## config.mk

```make
export PLATFORM = sky130hd
export DESIGN_NAME = host_byte_bridge
export DESIGN_NICKNAME = d
export VERILOG_FILES = /design/src/rtl/host_byte_bridge_pkg.sv /design/src/rtl/host_bridge_tx_shift.sv /design/src/rtl/host_byte_bridge.sv
export SDC_FILE = /design/constraint.sdc
export NUM_CORES = 1
export LEC_CHECK = 0
export ABC_AREA = 1
export CAP_MARGIN = 20
export CORE_ASPECT_RATIO = 0.6
export CORE_MARGIN = 4
export CORE_UTILIZATION = 50
export CTS_CLUSTER_DIAMETER = 200
export DETAILED_ROUTE_END_ITERATION = 16
export GPL_ROUTABILITY_DRIVEN = 0
export HOLD_SLACK_MARGIN = 0.12
export PLACE_DENSITY_LB_ADDON = 0.08
export SLEW_MARGIN = 30
export SYNTH_ARGS = -nofsm -noshare
export SYNTH_HDL_FRONTEND = slang
export SYNTH_SLANG_ARGS = --single-unit
```

## constraint.sdc

```tcl
create_clock -name clk -period 3.3 [get_ports clk]
set_input_delay 0.66 -clock clk [delete_from_list [all_inputs] [get_ports clk]]
set_output_delay 0.66 -clock clk [all_outputs]
set_load 0.05 [all_outputs]
```

## src/rtl/host_byte_bridge_pkg.sv

```systemverilog
// Shared definitions for the host byte bridge: header type codes, ACK byte,
// datapath widths and FSM state encodings.
package host_byte_bridge_pkg;

  localparam int unsigned HB_WORD_W = 64;
  localparam int unsigned HB_BYTE_W = 8;
  localparam int unsigned HB_CNT_W  = 4;

  localparam logic [1:0] HB_TYPE_CMD  = 2'b00;
  localparam logic [1:0] HB_TYPE_DATA = 2'b01;
  localparam logic [1:0] HB_TYPE_READ = 2'b10;
  localparam logic [1:0] HB_TYPE_RSVD = 2'b11;

  localparam logic [HB_BYTE_W-1:0] HB_ACK_BYTE = 8'hA5;

  typedef enum logic [2:0] {
    ST_IDLE       = 3'd0,
    ST_CMD_BYTES  = 3'd1,
    ST_CMD_WAIT   = 3'd2,
    ST_DATA_BYTES = 3'd3,
    ST_DATA_WAIT  = 3'd4,
    ST_RD_WAIT    = 3'd5,
    ST_RD_BYTES   = 3'd6
`ifdef HOST_BRIDGE_CMD_ACK_EN
    , ST_ACK      = 3'd7
`endif
  } hb_state_e;

endpackage

```

## src/rtl/host_bridge_tx_shift.sv

```systemverilog
// 64-bit load/shift-out serializer with byte count; byte_next_c previews the
// byte that will be at the head after the current edge.
module host_bridge_tx_shift
  import host_byte_bridge_pkg::*;
(
  input  logic                 clk,
  input  logic                 rst,
  input  logic                 load,
  input  logic [HB_WORD_W-1:0] din,
  input  logic                 shift,
  output logic [HB_BYTE_W-1:0] byte_next_c,
  output logic                 last_c
);

  logic [HB_WORD_W-1:0] data_q;
  logic [HB_CNT_W-1:0]  cnt_q;

  always_ff @(posedge clk or negedge rst) begin
    if (!rst) begin
      data_q <= '0;
      cnt_q  <= '0;
    end else if (load) begin
      data_q <= din;
      cnt_q  <= '0;
    end else if (shift) begin
      data_q <= {data_q[HB_WORD_W-HB_BYTE_W-1:0], HB_BYTE_W'(0)};
      cnt_q  <= cnt_q + HB_CNT_W'(1);
    end
  end

  always_comb begin
    byte_next_c = data_q[HB_WORD_W-1 -: HB_BYTE_W];
    if (load)
      byte_next_c = din[HB_WORD_W-1 -: HB_BYTE_W];
    else if (shift)
      byte_next_c = data_q[HB_WORD_W-HB_BYTE_W-1 -: HB_BYTE_W];
  end

  assign last_c = (cnt_q == HB_CNT_W'(7));

endmodule

```

## src/rtl/host_byte_bridge.sv

```systemverilog
// Host byte-stream front end: parses CMD/DATA/READ packets for the core and
// serializes core output words. HOST_BRIDGE_CMD_ACK_EN adds a post-command ACK byte.
module host_byte_bridge
  import host_byte_bridge_pkg::*;
#(
  parameter int unsigned CMD_W = 16
) (
  input  logic                 clk,
  input  logic                 rst,
  input  logic [HB_BYTE_W-1:0] host_in,
  input  logic                 host_in_isReady,
  output logic                 host_in_canReceive,
  output logic [HB_BYTE_W-1:0] host_out,
  output logic                 host_out_isReady,
  input  logic                 host_out_canReceive,
  output logic [CMD_W-1:0]     cmd,
  output logic                 cmd_hasAny,
  input  logic                 cmd_consume,
  output logic [HB_WORD_W-1:0] core_in,
  output logic                 core_in_isReady,
  input  logic                 core_in_canReceive,
  input  logic [HB_WORD_W-1:0] core_out,
  input  logic                 core_out_isReady,
  output logic                 core_out_canReceive
);

  localparam int unsigned CB        = (CMD_W + 7) / 8;
  localparam int unsigned CMD_SHIFT = HB_WORD_W - HB_BYTE_W * CB;

  hb_state_e             state_q, state_d;
  logic [HB_CNT_W-1:0]   cnt_q, cnt_d;
  logic [HB_WORD_W-1:0]  acc_q, acc_d;

  logic                  host_in_canReceive_d, host_out_isReady_d, cmd_hasAny_d;
  logic                  core_in_isReady_d, core_out_canReceive_d;
  logic [HB_BYTE_W-1:0]  host_out_d;
  logic [CMD_W-1:0]      cmd_d;
  logic [HB_WORD_W-1:0]  core_in_d;

  logic                  tx_load, tx_shift, tx_last_c;
  logic [HB_BYTE_W-1:0]  tx_byte_c;

  logic in_fire, out_fire, cmd_fire, cin_fire, cout_fire;
  assign in_fire   = host_in_isReady & host_in_canReceive;
  assign out_fire  = host_out_isReady & host_out_canReceive;
  assign cmd_fire  = cmd_hasAny & cmd_consume;
  assign cin_fire  = core_in_isReady & core_in_canReceive;
  assign cout_fire = core_out_isReady & core_out_canReceive;

  host_bridge_tx_shift u_tx (
    .clk         (clk),
    .rst         (rst),
    .load        (tx_load),
    .din         (core_out),
    .shift       (tx_shift),
    .byte_next_c (tx_byte_c),
    .last_c      (tx_last_c)
  );

  // Next state, datapath and next-cycle output values.
  always_comb begin
    state_d  = state_q;
    cnt_d    = cnt_q;
    acc_d    = acc_q;
    tx_load  = 1'b0;
    tx_shift = 1'b0;

    case (state_q)
      ST_IDLE: begin
        if (in_fire) begin
          cnt_d = '0;
          acc_d = '0;
          case (host_in[7:6])
            HB_TYPE_CMD:  state_d = ST_CMD_BYTES;
            HB_TYPE_DATA: state_d = ST_DATA_BYTES;
            HB_TYPE_READ: state_d = ST_RD_WAIT;
            HB_TYPE_RSVD: state_d = ST_IDLE;
          endcase
        end
      end
      ST_CMD_BYTES: begin
        // Command bytes arrive LSB first, so they enter from the top.
        if (in_fire) begin
          acc_d = {host_in, acc_q[HB_WORD_W-1:HB_BYTE_W]};
          cnt_d = cnt_q + HB_CNT_W'(1);
          if (cnt_q == HB_CNT_W'(CB - 1)) state_d = ST_CMD_WAIT;
        end
      end
      ST_CMD_WAIT: begin
        if (cmd_fire) begin
`ifdef HOST_BRIDGE_CMD_ACK_EN
          state_d = ST_ACK;
`else
          state_d = ST_IDLE;
`endif
        end
      end
      ST_DATA_BYTES: begin
        if (in_fire) begin
          acc_d = {acc_q[HB_WORD_W-HB_BYTE_W-1:0], host_in};
          cnt_d = cnt_q + HB_CNT_W'(1);
          if (cnt_q == HB_CNT_W'(7)) state_d = ST_DATA_WAIT;
        end
      end
      ST_DATA_WAIT: begin
        if (cin_fire) state_d = ST_IDLE;
      end
      ST_RD_WAIT: begin
        if (cout_fire) begin
          tx_load = 1'b1;
          state_d = ST_RD_BYTES;
        end
      end
      ST_RD_BYTES: begin
        if (out_fire) begin
          tx_shift = 1'b1;
          if (tx_last_c) state_d = ST_IDLE;
        end
      end
`ifdef HOST_BRIDGE_CMD_ACK_EN
      ST_ACK: begin
        if (out_fire) state_d = ST_IDLE;
      end
`endif
      default: state_d = ST_IDLE;
    endcase

    host_in_canReceive_d  = (state_d == ST_IDLE) || (state_d == ST_CMD_BYTES) ||
                            (state_d == ST_DATA_BYTES);
    cmd_hasAny_d          = (state_d == ST_CMD_WAIT);
    cmd_d                 = cmd_hasAny_d ? CMD_W'(acc_d >> CMD_SHIFT) : '0;
    core_in_isReady_d     = (state_d == ST_DATA_WAIT);
    core_in_d             = core_in_isReady_d ? acc_d : '0;
    core_out_canReceive_d = (state_d == ST_RD_WAIT);
    host_out_isReady_d    = 1'b0;
    host_out_d            = '0;
    if (state_d == ST_RD_BYTES) begin
      host_out_isReady_d = 1'b1;
      host_out_d         = tx_byte_c;
    end
`ifdef HOST_BRIDGE_CMD_ACK_EN
    if (state_d == ST_ACK) begin
      host_out_isReady_d = 1'b1;
      host_out_d         = HB_ACK_BYTE;
    end
`endif
  end

  always_ff @(posedge clk or negedge rst) begin
    if (!rst) begin
      state_q             <= ST_IDLE;
      cnt_q               <= '0;
      acc_q               <= '0;
      host_in_canReceive  <= 1'b0;
      host_out            <= '0;
      host_out_isReady    <= 1'b0;
      cmd                 <= '0;
      cmd_hasAny          <= 1'b0;
      core_in             <= '0;
      core_in_isReady     <= 1'b0;
      core_out_canReceive <= 1'b0;
    end else begin
      state_q             <= state_d;
      cnt_q               <= cnt_d;
      acc_q               <= acc_d;
      host_in_canReceive  <= host_in_canReceive_d;
      host_out            <= host_out_d;
      host_out_isReady    <= host_out_isReady_d;
      cmd                 <= cmd_d;
      cmd_hasAny          <= cmd_hasAny_d;
      core_in             <= core_in_d;
      core_in_isReady     <= core_in_isReady_d;
      core_out_canReceive <= core_out_canReceive_d;
    end
  end

endmodule
```

final_placement.png
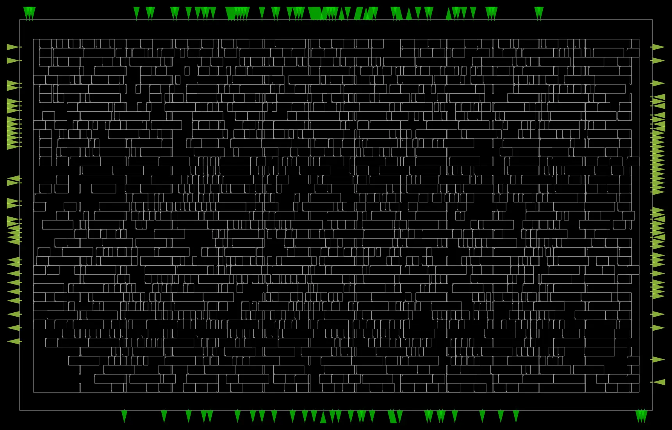
fraction of area in registers: 46.0%
Util after Layout: 65.3%

met3.png
(2 px per µm) Cells faint in the background.
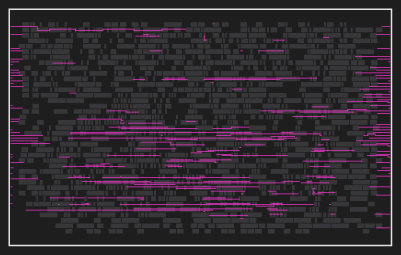
wire length on this layer	2,660 µm
nets with wire on the layer	145
main direction	horizontal

==> impl_metrics.tcl <==
# collected from the flow reports
set metrics [dict create \
    status "finished, final reports clean" \
    netlist_area_um2 9970 \
    finalCriticalPeriod_ns 2.44 \
    io_pins 172 \
    htree_levels 1 \
    cts_resized 0 \
    worst_pin_slew_ns 0.717 \
    drtAntennaViolNets 0 \
    vias 8222 \
    seq_area_um2 5810 \
    synth_nets 1175 \
    edf_count 0 \
    crit_path_start_kind "flop" \
    layout.area.comb_um2 3450 \
    crit_path_end "core_in[13]" \
    avgSynthCellArea_um2 9.12 \
    switchingPower_mw 4.11 \
    coreArea_um2 19300 \
    p_total_mw 10.5 \
    synth-compound-area-share_pct 15.8 \
    top_cell_area_share_pct 58.2 \
    pg_seq_mw 4.08 \
    p_per_area_nw_per_um2 835 \
    clk_pin_slew_ns 0.07 \
    finalClockPeriodUsage_pct 73.9 \
    drt-vias-per-instance 5.39 \
    post_cts_buffers 0 \
    grt_usage_pct 23.2 \
    fp.dieH_um 117 \
    drive_gt1_share_pct 5.87 \
    rsz0062_at_grt "no" \
    yosysTopAreaCell "dfrtp_1" \
    clock_sinks 232 \
    arrival_ns 1.78 \
    dp_hpwl_um 18000 \
    synthTopCellsByArea "dfrtp_1, nand2_1, nor2_1" \
    final_cell_mix "nand2_1, dfrtp_1, clkdlybuf4s50_1, nor2_1, inv_1" \
    hold_viol_final 0 \
    critPathMaxStageDelay_ns 0.84 \
    crit_path_cell_trace "clkdlybuf4s50_1" \
    cts_tree "yes" \
    holdPathEnd "u_tx.data_q[57]$_DFFE_PN0P_" \
    cts_hold_buffers 1 \
    gr-total-overflow 0 \
    worstHoldStart "u_tx.data_q[57]$_DFFE_PN0P_" \
    rows 39 \
    final_area_um2 12600 \
    reg2reg_slack_ns 1.26 \
    crit_family "buffers and inverters" \
    p_int_mw 6.44 \
    async_reset_ff_share_pct 100 \
    crit-reg2reg-launch "cnt_q[0]$_DFFE_PN0P_" \
    worstSetupStartpoint "core_in[13]$_DFF_PN0_" \
    relSlewSlack_pct 52.2 \
    synth_seq_share_pct 58.2 \
    layout_top_cell "nand2_1" \
    cap_violations 0 \
    placed_cells 1488 \
    synth.comb.largest_family "simple AND/OR/NAND/NOR gates" \
    r2r_end "core_in[42]$_DFF_PN0_" \
    finalSetupTns_ns 0 \
    placed_area_um2 11900 \
    combinationalPower_mw 3.81 \
    syn2layout_area_growth_pct 26.6 \
    insertion_delay_ns 0.50 \
    nFillCells 1613 \
    synth.distinct_cells 33 \
    muxShareOfSynthArea_pct 0 \
    pre_cts_slack_ns 0.633 \
    wl_um 26400 \
    grt_max_degree 105 \
    fin_cells 1526 \
    io_buffers 171 \
    dieArea_um2 22300 \
    skew_ns 0.0135 \
    p_sw_share_pct 39.0 \
    maxPowerGroup "sequential cells" \
    crit_fanout 1 \
    final_nets 1328 \
    cts_inserted_buffers 21 \
    ys_warn_count 0 \
    clock_power_share_pct 25.2 \
    ys_cells 1093 \
    combPwrFrac_pct 36.1 \
    grt_pass1_vias 7693 \
    dr.first_iter.drc_count 869 \
    wl_per_cell_um 17.3 \
    initial_core_util_pct 51.6 \
    timing.hold.ws_ns 0.478 \
    cp-end-kind "primary output" \
    setup_slack_ns 0.861 \
    irDropWorstVdd_v 0.000466 \
    root_buffer "clkbuf_16" \
    power.leakage_nw 6.12 \
    chipWidth_um 190 \
]
registers.png
(2 px per µm) Other sequential cells in the stronger grey, the rest of the logic in the fainter grey.
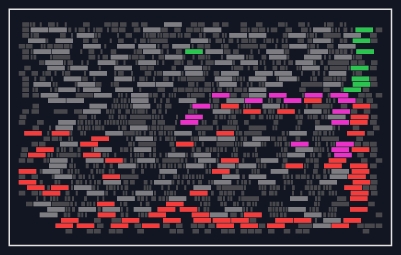
colour	netlist name	placed flops
green	host_out	8
magenta	cmd	16
red	core_in	64
not coloured	144

drive_strength.png
(2 px per µm)
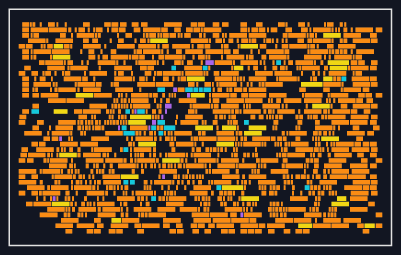
colour	size	cells	share
yellow	drive 6 and up	35	2.8%
purple	drive 2	14	1.1%
cyan	drive 3 to 4	25	2.0%
orange	drive 1 or less	1,186	94%

## layout make-up
| type | instances | area share (%) |
|---|---|---|
| clock buffers | 27 | 4.74 |
| clock inverters | 10 | 1.21 |
| inverters | 97 | 2.90 |
| multi-input cells | 703 | 27.3 |
| flip-flops and latches | 232 | 46.0 |
| well taps | 266 | 2.64 |
| repair buffers | 191 | 15.2 |
## state kept, by name, summed over array words and instances, names as in the netlist, 3 cells and up
signal / cells
core_in: 64
host_out: 8
cnt_q: 4
state_q: 3
u_tx.cnt_q: 4
u_tx.data_q: 64
cmd: 16
acc_q: 64
## per-layer routing
layer,global-route usage (%),share of wire [%]
met1,38.2,48
met2,30.4,40
met3,6.83,10
met4,3.81,1.4
met5,0,0
